File: src/rtl/alu_operand_stage.sv
// ----------------------------------------------------------------------------
// alu_operand_stage
//   Operand-select stage in front of the ALU. It decodes the operand selects,
//   resolves EX/MEM and WB forwarding, and extends the immediate and shift
//   amount. It stalls one extra cycle on a load-use hazard and registers the
//   operands behind a valid/ready handshake.
//
// Ports
//   w_clk, w_rst             clock, asynchronous active-high reset
//   w_in_valid / w_in_ready  upstream handshake
//   w_mem_op, w_imm_op,
//   w_shift_op, w_imm_signed decoded op class and immediate extension mode
//   w_rs_*, w_rt_*           register-file read addresses and data
//   w_imm, w_shamt           instruction immediate and shift amount
//   w_exm_*                  EX/MEM forward source (w_exm_is_load marks a load)
//   w_wb_*                   WB forward source
//   w_flush                  drops the held output and blocks capture
//   w_cnt_clr                synchronous clear of the hazard counter
//   w_out_valid/w_out_ready  downstream handshake
//   w_alu_lhs/rhs(_ctrl)     registered operands and operand selects
//   w_hazard_cnt             saturating load-use hazard count
// ----------------------------------------------------------------------------
module alu_operand_stage #(
    parameter int DATA_W  = 32,
    parameter int IMM_W   = 16,
    parameter int SHAMT_W = 5,
    parameter int REG_AW  = 5,
    parameter int CNT_W   = 16
) (
    input  logic                w_clk,
    input  logic                w_rst,
    input  logic                w_in_valid,
    output logic                w_in_ready,
    input  logic                w_mem_op,
    input  logic                w_imm_op,
    input  logic                w_shift_op,
    input  logic                w_imm_signed,
    input  logic [REG_AW-1:0]   w_rs_addr,
    input  logic [REG_AW-1:0]   w_rt_addr,
    input  logic [DATA_W-1:0]   w_rs_data,
    input  logic [DATA_W-1:0]   w_rt_data,
    input  logic [IMM_W-1:0]    w_imm,
    input  logic [SHAMT_W-1:0]  w_shamt,
    input  logic                w_exm_wr_en,
    input  logic [REG_AW-1:0]   w_exm_wr_addr,
    input  logic [DATA_W-1:0]   w_exm_wr_data,
    input  logic                w_exm_is_load,
    input  logic                w_wb_wr_en,
    input  logic [REG_AW-1:0]   w_wb_wr_addr,
    input  logic [DATA_W-1:0]   w_wb_wr_data,
    input  logic                w_flush,
    input  logic                w_cnt_clr,
    output logic                w_out_valid,
    input  logic                w_out_ready,
    output logic [DATA_W-1:0]   w_alu_lhs,
    output logic [DATA_W-1:0]   w_alu_rhs,
    output logic                w_alu_lhs_ctrl,
    output logic [1:0]          w_alu_rhs_ctrl,
    output logic [CNT_W-1:0]    w_hazard_cnt
);

    typedef enum logic {RUN, HAZ} state_t;

    state_t             r_state, w_state_nxt;
    logic               r_out_valid;
    logic [DATA_W-1:0]  r_lhs, r_rhs;
    logic               r_lhs_ctrl;
    logic [1:0]         r_rhs_ctrl;
    logic [CNT_W-1:0]   r_cnt;

    logic               w_lhs_ctrl;
    logic [1:0]         w_rhs_ctrl;
    logic [DATA_W-1:0]  w_imm_ext, w_shamt_ext, w_rs_fwd, w_rt_fwd;
    logic [DATA_W-1:0]  w_lhs, w_rhs;
    logic               w_rs_used, w_rt_used, w_hazard, w_fire, w_enter_haz;

    // EX/MEM wins over WB; register 0 is never forwarded.
    function automatic logic [DATA_W-1:0] fwd_sel(
        input logic [REG_AW-1:0] addr,
        input logic [DATA_W-1:0] rf_data,
        input logic              exm_en,
        input logic [REG_AW-1:0] exm_addr,
        input logic [DATA_W-1:0] exm_data,
        input logic              wb_en,
        input logic [REG_AW-1:0] wb_addr,
        input logic [DATA_W-1:0] wb_data
    );
        if (addr != '0 && exm_en && exm_addr == addr)
            return exm_data;
        else if (addr != '0 && wb_en && wb_addr == addr)
            return wb_data;
        else
            return rf_data;
    endfunction

    // Operand select decode: shift > mem > other.
    always_comb begin
        w_lhs_ctrl = 1'b0;
        w_rhs_ctrl = 2'b01;
        if (w_shift_op) begin
            w_lhs_ctrl = 1'b1;
            w_rhs_ctrl = w_imm_op ? 2'b10 : 2'b00;
        end else if (w_mem_op) begin
            w_rhs_ctrl = 2'b11;
        end else begin
            w_rhs_ctrl = w_imm_op ? 2'b11 : 2'b01;
        end
    end

    // Address arithmetic for memory ops always needs a sign-extended offset.
    assign w_imm_ext   = (w_mem_op || w_imm_signed) ? DATA_W'($signed(w_imm)) : DATA_W'(w_imm);
    assign w_shamt_ext = DATA_W'(w_shamt);

    assign w_rs_fwd = fwd_sel(w_rs_addr, w_rs_data, w_exm_wr_en, w_exm_wr_addr, w_exm_wr_data,
                              w_wb_wr_en, w_wb_wr_addr, w_wb_wr_data);
    assign w_rt_fwd = fwd_sel(w_rt_addr, w_rt_data, w_exm_wr_en, w_exm_wr_addr, w_exm_wr_data,
                              w_wb_wr_en, w_wb_wr_addr, w_wb_wr_data);

    always_comb begin
        w_lhs = w_lhs_ctrl ? w_rt_fwd : w_rs_fwd;
        unique case (w_rhs_ctrl)
            2'b00:   w_rhs = w_rs_fwd;
            2'b01:   w_rhs = w_rt_fwd;
            2'b10:   w_rhs = w_shamt_ext;
            default: w_rhs = w_imm_ext;
        endcase
    end

    // A hazard only counts against an operand the op actually reads.
    assign w_rs_used = !w_lhs_ctrl || (w_rhs_ctrl == 2'b00);
    assign w_rt_used =  w_lhs_ctrl || (w_rhs_ctrl == 2'b01);
    assign w_hazard  = w_in_valid && w_exm_wr_en && w_exm_is_load && (w_exm_wr_addr != '0) &&
                       ((w_rs_used && w_exm_wr_addr == w_rs_addr) ||
                        (w_rt_used && w_exm_wr_addr == w_rt_addr));

    // FSM: state register
    always_ff @(posedge w_clk or posedge w_rst) begin
        if (w_rst) r_state <= RUN;
        else       r_state <= w_state_nxt;
    end

    // FSM: next state
    always_comb begin
        w_state_nxt = RUN;
        if (r_state == RUN && w_hazard && !w_flush)
            w_state_nxt = HAZ;
    end

    // FSM: outputs
    always_comb begin
        w_in_ready  = (r_state == RUN) && !w_hazard && !w_flush && (!r_out_valid || w_out_ready);
        w_enter_haz = (r_state == RUN) && (w_state_nxt == HAZ);
    end

    assign w_fire = w_in_valid && w_in_ready;

    always_ff @(posedge w_clk or posedge w_rst) begin
        if (w_rst) begin
            r_out_valid <= 1'b0;
            r_lhs       <= '0;
            r_rhs       <= '0;
            r_lhs_ctrl  <= 1'b0;
            r_rhs_ctrl  <= '0;
        end else begin
            if (w_flush)          r_out_valid <= 1'b0;
            else if (w_fire)      r_out_valid <= 1'b1;
            else if (w_out_ready) r_out_valid <= 1'b0;
            if (w_fire) begin
                r_lhs      <= w_lhs;
                r_rhs      <= w_rhs;
                r_lhs_ctrl <= w_lhs_ctrl;
                r_rhs_ctrl <= w_rhs_ctrl;
            end
        end
    end

    always_ff @(posedge w_clk or posedge w_rst) begin
        if (w_rst)
            r_cnt <= '0;
        else if (w_cnt_clr)
            r_cnt <= '0;
        else if (w_enter_haz && r_cnt != '1)
            r_cnt <= r_cnt + CNT_W'(1);
    end

    assign w_out_valid    = r_out_valid;
    assign w_alu_lhs      = r_lhs;
    assign w_alu_rhs      = r_rhs;
    assign w_alu_lhs_ctrl = r_lhs_ctrl;
    assign w_alu_rhs_ctrl = r_rhs_ctrl;
    assign w_hazard_cnt   = r_cnt;

endmodule

File: config.mk
export PLATFORM = sky130hd
export DESIGN_NAME = alu_operand_stage
export DESIGN_NICKNAME = d
export VERILOG_FILES = /design/src/rtl/alu_operand_stage.sv
export SDC_FILE = /design/constraint.sdc
export NUM_CORES = 1
export LEC_CHECK = 0
export ABC_AREA = 1
export CAP_MARGIN = 10
export CORE_ASPECT_RATIO = 2
export CORE_MARGIN = 3
export CORE_UTILIZATION = 48
export DETAILED_ROUTE_END_ITERATION = 10
export GPL_ROUTABILITY_DRIVEN = 0
export PLACE_DENSITY_LB_ADDON = 0.05
export SLEW_MARGIN = 0
export SYNTH_ARGS = -nofsm -noshare
export SYNTH_HDL_FRONTEND = slang
export SYNTH_SLANG_ARGS = --single-unit
File: constraint.sdc
create_clock -name w_clk -period 4.5 [get_ports w_clk]
set_input_delay 0.9 -clock w_clk [delete_from_list [all_inputs] [get_ports w_clk]]
set_output_delay 0.9 -clock w_clk [all_outputs]
set_load 0.02 [all_outputs]
Figure 1. The clock network.
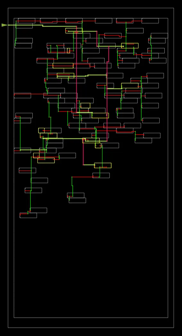
worst clock skew: 0.007251 ns
Seq Cell Count: 85
clock network power: 0.754 mW
CLK BUF: 11
clock latency at the later pin of the worst-skew pair: 0.34 ns

Figure 2. Pin placement.
Bar = 20 um. Pins as bars across the die edge, other pins in grey.
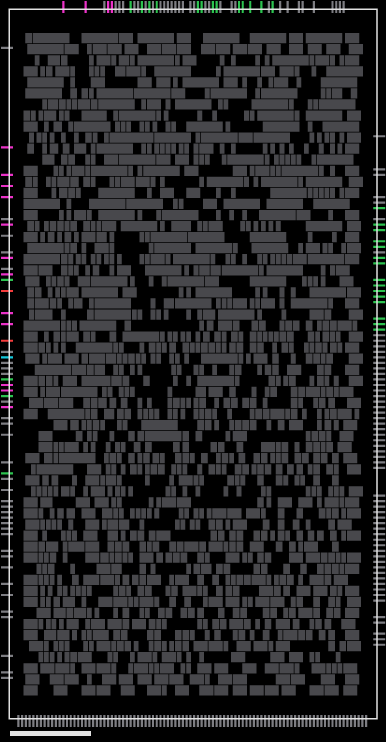
Key: green = w_alu_lhs [pins 32, direction output, edge 15 right, 13 top, 4 left]; magenta = w_hazard_cnt [pins 16, direction output, edge 12 left, 4 top]; red = w_alu_rhs_ctrl [pins 2, direction output, edge left]; cyan = w_imm_signed [pins 1, direction input, edge left]
All pins by edge: 94 bottom, 72 right, 52 left, 49 top.

==> run summary <==
clock transition at the registers of the reported paths -> 0.06 ns
syn_area_per_cell -> 5.962 um2
Final Max Tran Viols -> 0
number of enable flip-flop cells -> 0
hold endpoint -> w_alu_rhs[10]
hold-critical path depth -> 2
Setup CP Type -> in -> out
comb. cell area -> 3948 um2
fraction of the mapped netlist area in adder cells -> 0.1843%
Mapped Nets -> 1322
Die Width -> 90.10 um
Peak VDD IR -> 0.2066 mV
Unique cell types -> 30
H-tree lvl count -> 3
DRT iter0 DRCs -> 708
Net Switching -> 0.9045 mW
Hold Fails Final Rpt -> 0
r2r worst-path depth -> 12
Crit-path slowest cell -> clkdlybuf4s50_1
critical path's most frequent cell -> nand2_1
CTS sink cnt -> 85
drt pass-1 iters -> 5
Post-CTS Hold Fix Bufs -> 0
CTS root buffer -> clkbuf_16
Final ANT Viol Nets -> 0
Worst Setup SP -> w_imm_op
main area contributors -> dfrtp_1 31%, nand2_1 28%, nand3_1 21%
post-CTS resize count -> 0
Post-CTS Setup Bufs -> 0
total power -> 2.658 mW
Tapcells -> 186
cell type with the largest total area -> dfrtp_1
CP endpoint kind -> primary output
Seq power -> 0.929 mW
Inst Count DP -> 1542
leading cell types by count after synthesis -> 502 x nand2_1, 289 x nand3_1, 86 x inv_1
placed cell area -> 9455 um2
unrepaired setup endpoints after global routing -> false
io pins -> 267
yosys simple share -> 54.34%
hold path startpoint -> w_alu_rhs[10]
# Cells Yosys -> 1139
Layout area overhead -> 43.69%
CORE AREA -> 13660 um2
comb area leader -> simple AND/OR/NAND/NOR gates
Yosys Chip Area -> 6790 um2
AND-OR/OR-AND Cells, Area Fraction -> 1.382%
DRC Markers -> 0
number of fill cells -> 1239
Pleak -> 4.924 nW
via count -> 8691
largest class -> multi-input combinational cells
Critical Path Start Type -> input pin
Comb group -> 0.975 mW
Crit path depth -> 10
ClkCell Share -> 3.065%
run status -> completed
Power Internal -> 1.753 mW
[routing by layer]
metal  up-vias  global-route usage (%)  share of wire [%]
met5         -                       0                  0
met3       157                   5.803                6.7
li1       4075                       -                  -
met1      3947                   34.93                 31
met4         0                   31.52                 10
met2       512                   67.37                 52
[worst reg2reg max path, delay by kind of cell (launching register included)]
kind / cells / cell delay (ns)
adder cells (fa/ha/maj): 1 / 0.20
buffers and inverters: 1 / 0.08
AND/OR/NAND/NOR: 10 / 1.41
flip-flops: 1 / 0.43
[cell usage in the layout, fill, tap and decap left out, drive strengths merged, types with 2 or more instances in the layout]
cell and instances:
xor2 9, nor2 45, nand4 2, dfrtp 85, clkbuf 11, clkdlybuf4s50 266
o21ai 5, buf 16, a21oi 8, nand2 505, nor3 10, clkinv 3
nand3 292, nor4 2, inv 97, xnor2 8
Power figures rest on the tool's default switching activity, not on a simulated workload.
